==> config.mk <==
export PLATFORM = sky130hd
export DESIGN_NAME = ncl_wavefront_sequencer
export DESIGN_NICKNAME = d
export VERILOG_FILES = /design/src/rtl/ncl_wavefront_sequencer.sv
export SDC_FILE = /design/constraint.sdc
export NUM_CORES = 1
export LEC_CHECK = 0
export ABC_AREA = 1
export ABC_CLOCK_PERIOD_IN_PS = 1600
export CAP_MARGIN = 10
export CORE_ASPECT_RATIO = 1.75
export CORE_MARGIN = 2
export CORE_UTILIZATION = 41
export DETAILED_ROUTE_END_ITERATION = 12
export HOLD_SLACK_MARGIN = 0.1
export PLACE_DENSITY = 0.75
export RECOVER_POWER = 50
export SYNTH_ARGS = -nofsm -noshare
export SYNTH_HDL_FRONTEND = slang
export SYNTH_SLANG_ARGS = --single-unit
==> constraint.sdc <==
create_clock -name clk -period 1.6 [get_ports clk]
set_input_delay 0.16 -clock clk [delete_from_list [all_inputs] [get_ports clk]]
set_output_delay 0.16 -clock clk [all_outputs]
set_load 0.05 [all_outputs]
==> src/rtl/ncl_wavefront_sequencer.sv <==
// ncl_wavefront_sequencer
// Clocked controller driving a combinational dual-rail NCL datapath from a
// single-rail valid/ready operand stream. Each operand pair is encoded as DATA
// on the dual-rail inputs. The controller waits for the datapath output to
// become complete, returns the result, then drives NULL and waits for the
// output to clear before it accepts the next operand pair.
//
// Optional build macro: NCL_SEQ_TIMEOUT_EN
//   defined   : both wait states give up after TIMEOUT cycles and set the
//               sticky timeout_err flag.
//   undefined : wait states wait indefinitely and timeout_err is tied low.
module ncl_wavefront_sequencer #(
    parameter int WIDTH      = 4,
    parameter int SETTLE_MIN = 2,
    parameter int TIMEOUT    = 16
) (
    input  logic             clk,
    input  logic             rst_n,
    input  logic             in_valid,
    output logic             in_ready,
    input  logic [WIDTH-1:0] in_a,
    input  logic [WIDTH-1:0] in_b,
    output logic [WIDTH-1:0] dr_a_t,
    output logic [WIDTH-1:0] dr_a_f,
    output logic [WIDTH-1:0] dr_b_t,
    output logic [WIDTH-1:0] dr_b_f,
    input  logic [WIDTH-1:0] dr_out_t,
    input  logic [WIDTH-1:0] dr_out_f,
    output logic             out_valid,
    input  logic             out_ready,
    output logic [WIDTH-1:0] out_data,
    output logic             busy,
    output logic             illegal,
    output logic             timeout_err
);

    // The wait counter only has to reach the timeout limit when timeouts are
    // built in; otherwise it only has to reach the settle threshold.
    // TIMEOUT carries zero weight in the timeout-free build so that the
    // parameter stays referenced.
`ifdef NCL_SEQ_TIMEOUT_EN
    localparam int CNT_W = $clog2(TIMEOUT + 1);
`else
    localparam int CNT_W = $clog2(SETTLE_MIN + 1) + 0 * TIMEOUT;
`endif

    localparam logic [CNT_W-1:0] SETTLE_LAST = CNT_W'(SETTLE_MIN - 1);
    localparam logic [CNT_W-1:0] CNT_MAX     = {CNT_W{1'b1}};
`ifdef NCL_SEQ_TIMEOUT_EN
    localparam logic [CNT_W-1:0] TIMEOUT_LAST = CNT_W'(TIMEOUT - 1);
`endif

    localparam logic [1:0] IDLE      = 2'd0;
    localparam logic [1:0] DATA_WAIT = 2'd1;
    localparam logic [1:0] HOLD      = 2'd2;
    localparam logic [1:0] NULL_WAIT = 2'd3;

    logic [1:0]       state_q, state_d;
    logic [CNT_W-1:0] cnt_q, cnt_d;
    logic [CNT_W-1:0] cnt_step;
    logic [WIDTH-1:0] dr_a_t_q, dr_a_t_d;
    logic [WIDTH-1:0] dr_a_f_q, dr_a_f_d;
    logic [WIDTH-1:0] dr_b_t_q, dr_b_t_d;
    logic [WIDTH-1:0] dr_b_f_q, dr_b_f_d;
    logic             out_valid_q, out_valid_d;
    logic [WIDTH-1:0] out_data_q, out_data_d;
    logic             illegal_q, illegal_d;
`ifdef NCL_SEQ_TIMEOUT_EN
    logic             timeout_err_q, timeout_err_d;
`endif

    logic complete_data;
    logic complete_null;
    logic rail_clash;
    logic settled;

    // Datapath completion detection: every pair exactly one-hot means DATA
    // has arrived; every rail low means the wavefront has returned to NULL.
    // Both rails high on any bit is an illegal code.
    assign complete_data = &(dr_out_t ^ dr_out_f);
    assign complete_null = ~|(dr_out_t | dr_out_f);
    assign rail_clash    = |(dr_out_t & dr_out_f);
    assign settled       = (cnt_q >= SETTLE_LAST);
    assign cnt_step      = (cnt_q == CNT_MAX) ? cnt_q : cnt_q + CNT_W'(1);

    assign in_ready  = (state_q == IDLE) && rst_n;
    assign busy      = (state_q != IDLE);
    assign dr_a_t    = dr_a_t_q;
    assign dr_a_f    = dr_a_f_q;
    assign dr_b_t    = dr_b_t_q;
    assign dr_b_f    = dr_b_f_q;
    assign out_valid = out_valid_q;
    assign out_data  = out_data_q;
    assign illegal   = illegal_q;
`ifdef NCL_SEQ_TIMEOUT_EN
    assign timeout_err = timeout_err_q;
`else
    assign timeout_err = 1'b0;
`endif

    // Next-state logic for the DATA/NULL wavefront cycle and its bookkeeping
    always_comb begin
        state_d     = state_q;
        cnt_d       = cnt_q;
        dr_a_t_d    = dr_a_t_q;
        dr_a_f_d    = dr_a_f_q;
        dr_b_t_d    = dr_b_t_q;
        dr_b_f_d    = dr_b_f_q;
        out_valid_d = out_valid_q;
        out_data_d  = out_data_q;
        illegal_d   = illegal_q | rail_clash;
`ifdef NCL_SEQ_TIMEOUT_EN
        timeout_err_d = timeout_err_q;
`endif

        case (state_q)
            IDLE: begin
                if (in_valid && in_ready) begin
                    dr_a_t_d = in_a;
                    dr_a_f_d = ~in_a;
                    dr_b_t_d = in_b;
                    dr_b_f_d = ~in_b;
                    cnt_d    = '0;
                    state_d  = DATA_WAIT;
                end
            end

            DATA_WAIT: begin
                cnt_d = cnt_step;
                if (complete_data && settled) begin
                    out_data_d  = dr_out_t;
                    out_valid_d = 1'b1;
                    state_d     = HOLD;
                end
`ifdef NCL_SEQ_TIMEOUT_EN
                else if (cnt_q == TIMEOUT_LAST) begin
                    timeout_err_d = 1'b1;
                    dr_a_t_d      = '0;
                    dr_a_f_d      = '0;
                    dr_b_t_d      = '0;
                    dr_b_f_d      = '0;
                    cnt_d         = '0;
                    state_d       = NULL_WAIT;
                end
`endif
            end

            HOLD: begin
                if (out_valid_q && out_ready) begin
                    out_valid_d = 1'b0;
                    dr_a_t_d    = '0;
                    dr_a_f_d    = '0;
                    dr_b_t_d    = '0;
                    dr_b_f_d    = '0;
                    cnt_d       = '0;
                    state_d     = NULL_WAIT;
                end
            end

            NULL_WAIT: begin
                cnt_d = cnt_step;
                if (complete_null && settled) begin
                    state_d = IDLE;
                end
`ifdef NCL_SEQ_TIMEOUT_EN
                else if (cnt_q == TIMEOUT_LAST) begin
                    timeout_err_d = 1'b1;
                    state_d       = IDLE;
                end
`endif
            end

            default: begin
                dr_a_t_d    = '0;
                dr_a_f_d    = '0;
                dr_b_t_d    = '0;
                dr_b_f_d    = '0;
                out_valid_d = 1'b0;
                state_d     = IDLE;
            end
        endcase
    end

    // State registers; reset forces NULL on every rail and discards any result
    always_ff @(posedge clk or negedge rst_n) begin
        if (!rst_n) begin
            state_q     <= IDLE;
            cnt_q       <= '0;
            dr_a_t_q    <= '0;
            dr_a_f_q    <= '0;
            dr_b_t_q    <= '0;
            dr_b_f_q    <= '0;
            out_valid_q <= 1'b0;
            out_data_q  <= '0;
            illegal_q   <= 1'b0;
`ifdef NCL_SEQ_TIMEOUT_EN
            timeout_err_q <= 1'b0;
`endif
        end else begin
            state_q     <= state_d;
            cnt_q       <= cnt_d;
            dr_a_t_q    <= dr_a_t_d;
            dr_a_f_q    <= dr_a_f_d;
            dr_b_t_q    <= dr_b_t_d;
            dr_b_f_q    <= dr_b_f_d;
            out_valid_q <= out_valid_d;
            out_data_q  <= out_data_d;
            illegal_q   <= illegal_d;
`ifdef NCL_SEQ_TIMEOUT_EN
            timeout_err_q <= timeout_err_d;
`endif
        end
    end

endmodule

### Routing congestion map, run 1

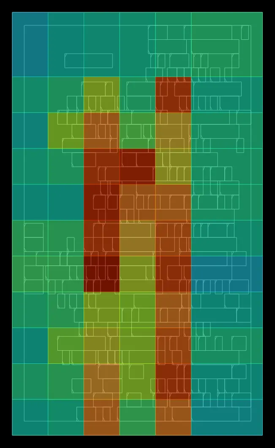
most crowded layer after global routing: met2
met3 Usage GRT: 1.76%
M1 GR Usage: 16.2%

### Local utilization, run 1

The bar under the picture is 10 um long. The die is cut into 5 by 8 equal tiles; black is low, pale yellow is high, 0 to 100% covered.
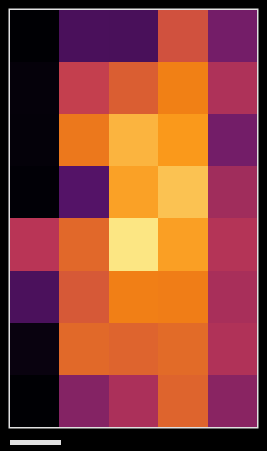
tiles over 75% full	15%
fullest tile	95%
nearly empty tiles	13%
mean over tiles	47%
emptiest ninth of the die	north-west
Pre-Place Util: 42.2%
core area: 3330 um^2
final design utilization: 57.2%

### PDN straps and rails, run 1

The bar under the picture is 10 um long. Pins as bars on the die edge.
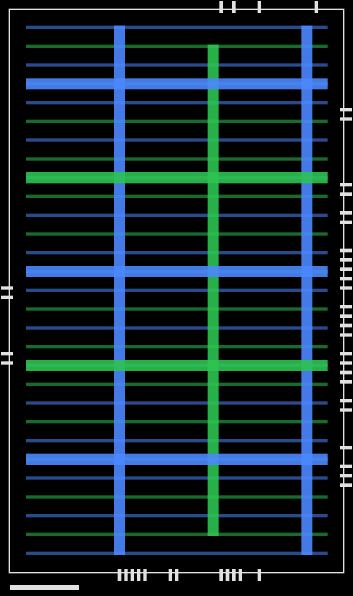
colour	net
blue	VSS
green	VDD
signal pins	45
rows	28
met1 rails	29
met4 straps	3
met5 straps	5
width of the die: 48.2 um
die height: 81.4 um

### Cell classes on the final placement, run 1

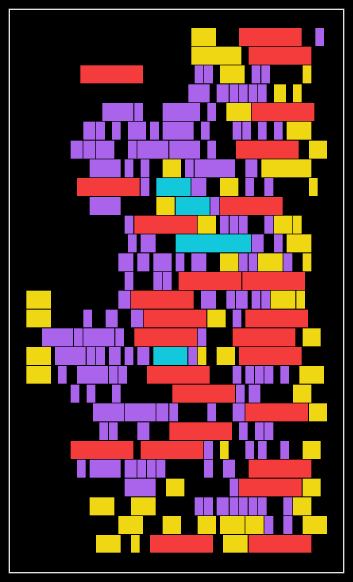
colour	class	cells
red	registers	26
cyan	clock drivers and dummy loads	4
purple	remaining logic cells	137
yellow	remaining buffers and delay cells	50
FP Rows: 28
fin area: 1900 um^2
Seq area share: 34.2%

==> run notes, run 1 <==
flow finished, numbers: Metal-1 WL 1130 um, pre-CTS setup slack -114 ps, Clock Skew between 0.6 and 0.7 ps, Achievable Freq 0.669 GHz, ys flops 26, RSZ-0062 raised after global routing no, average size of a mapped cell approximately 8.4 um^2, Crit. End Element flop, crit path to dr_b_t[2], total gr overflow 0, CTS tree built, Max-cap violations 0, Late-Pin Clk Latency around 270 ps, largest area contributor in the netlist dfrtp_1, post-synth top area share 46.3%, Reg power frac 25.3%, met2 Usage GRT between 20 and 30%, Clk pin slew, worst setup/hold paths about 90 ps, I/O pins 45, setup TNS 0 ps, Tapcell Cnt around 45, final setup margin roughly 100 ps, total setup buffers inserted after CTS 0, met3 wire len approximately 160 um, Adder Share, Synth 13.4%, worst setup path startpoint state_q[0], GRT Util Overall between 10% and 20%, Critical Path AT 1710 ps, die area just under 4000 um^2, P_seq between 1 and 1.5 mW, Combinational Power Share between 60 and 70%, via count roughly 1200, Reg2Reg Setup Slack about 100 ps, clkbuf count 3, post-DR vias/cell 4.64, first-pass GRT wire length ~4700 um, Final Max Slew Viols 0, post-CTS sizing 0, main flop type dfrtp_1, Hold EP illegal, Hold Crit Class reg2reg, CTS max path bufs 2, post-route minimum period 1500 ps, asr flop ratio synth 100%, # fillers 312, Int Pwr 2.10 mW, Hold-fix buffers, CTS 0, Area-dominant class sequential cells, Post-synth area hogs dfrtp_1, nand2_1, ha_1, number of CTS-inserted buffers 3, Syn Inst Count around 170, status completed, non-clk buf share 21.6%, port bufs approximately 43, r2r startpoint state_q[0], Comb power about 2.7 mW, mux frac, synth 0%, Root Buffer clkbuf_8, Final clock-cell share roughly 3.7%, most used cell, CP nand2_1, # clock sinks 26, largest fanout on the critical path 8
==> run 1 -> run 2 <==
--- a/config.mk
+++ b/config.mk
@@ -15,6 +15,7 @@
 export HOLD_SLACK_MARGIN = 0.1
 export PLACE_DENSITY = 0.75
 export RECOVER_POWER = 50
+export SETUP_SLACK_MARGIN = 0.1
 export SYNTH_ARGS = -nofsm -noshare
 export SYNTH_HDL_FRONTEND = slang
 export SYNTH_SLANG_ARGS = --single-unit
==> run 2 against run 1 <==
Effect of this change:
- sequential cell count unchanged
- die size unchanged
- sequential power about the same
- clock power about the same
- register-to-register slack better by 50 ps
- synthesized cell count unchanged
- global-route usage unchanged
- clock-buffer cell count unchanged
- first-iteration DRC count down 31%
- critical path depth up 2
- critical endpoint is now state_q[0]
- largest cell class is now multi-input combinational cells
- highest routed layer unchanged
==> run notes, run 2 <==
flow finished, numbers: post-synth top area share 46.3% (unchanged), # clock sinks 26 (unchanged), via count 1234 (+1.6%), Critical Path AT 1630 ps (-80 ps), number of CTS-inserted buffers 3 (unchanged), Clock Skew 2.90 ps (+2.24 ps), Tapcell Cnt 45 (unchanged), status completed, RSZ-0062 raised after global routing yes, Comb power 2.90 mW (+9.4%), post-route minimum period 1480 ps (-19.9 ps), die area 3930 um^2 (unchanged), final setup margin 125 ps (+19.9 ps), Final clock-cell share 3.59% (-0.15 points), CTS max path bufs 2 (unchanged), Area-dominant class multi-input combinational cells, Combinational Power Share 63.9% (+1.8 points), Late-Pin Clk Latency 270 ps (about the same), Final Max Slew Viols 0 (unchanged), ys flops 26 (unchanged), average size of a mapped cell 8.41 um^2 (unchanged), width of the die 48.2 um (unchanged), most crowded layer after global routing met2, met3 wire len 149 um (-4.5%), met3 Usage GRT 1.76% (unchanged), crit path to state_q[0], pre-CTS setup slack -114 ps (unchanged), GRT Util Overall 16.5% (unchanged), r2r startpoint state_q[1], Syn Inst Count 167 (unchanged), # fillers 294 (-5.8%), I/O pins 45 (unchanged), setup TNS 0 ps (unchanged), total gr overflow 0 (unchanged), main flop type dfrtp_1, CTS tree built, Post-synth area hogs dfrtp_1, nand2_1, ha_1, clkbuf count 3 (unchanged), first-pass GRT wire length 4650 um (unchanged), Crit. End Element flop, mux frac, synth 0% (unchanged), Root Buffer clkbuf_8, largest area contributor in the netlist dfrtp_1, Seq area share 32.8% (-1.3 points), post-DR vias/cell 4.66 (+0.41%), worst setup path startpoint dr_out_t[0], Hold-fix buffers, CTS 0 (unchanged), die height 81.4 um (unchanged), Hold Crit Class reg2reg, largest fanout on the critical path 5 (-3), asr flop ratio synth 100% (unchanged), met2 Usage GRT 29.9% (unchanged), non-clk buf share 21.7% (+0.060 points), Int Pwr 2.25 mW (+6.8%), Reg power frac 24.2% (-1.1 points), most used cell, CP nand2_1, core area 3330 um^2 (unchanged), Achievable Freq 0.678 GHz (+1.4%), Max-cap violations 0 (unchanged), fin area 1990 um^2 (+4.3%), port bufs 43 (unchanged), Clk pin slew, worst setup/hold paths 90 ps (about the same)
### PDN straps and rails, run 2

The bar under the picture is 10 um long. Pins as bars on the die edge.
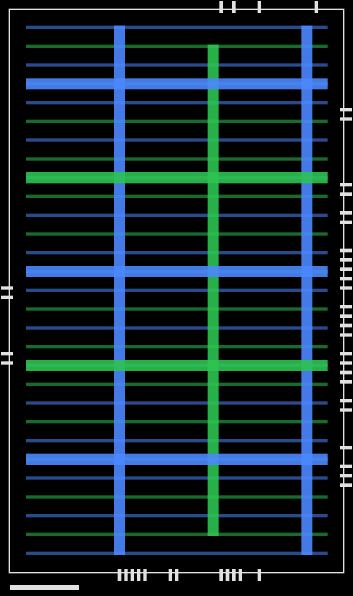
colour	net
blue	VSS
green	VDD
met1 rails	29
signal pins	45
met4 straps	3
rows	28
Peak VDD IR: 1000 uV

### Local utilization, run 2

The bar under the picture is 10 um long. The die is cut into 5 by 8 equal tiles; black is low, pale yellow is high, 0 to 100% covered.
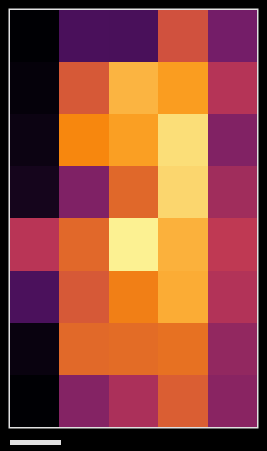
nearly empty tiles	7.5%
fullest tile	97%
emptiest ninth of the die	north-west
tiles over 75% full	20%
densest ninth of the die	centre
mean over tiles	49%
final design utilization: 59.7%

Power and IR drop assume default switching activity.
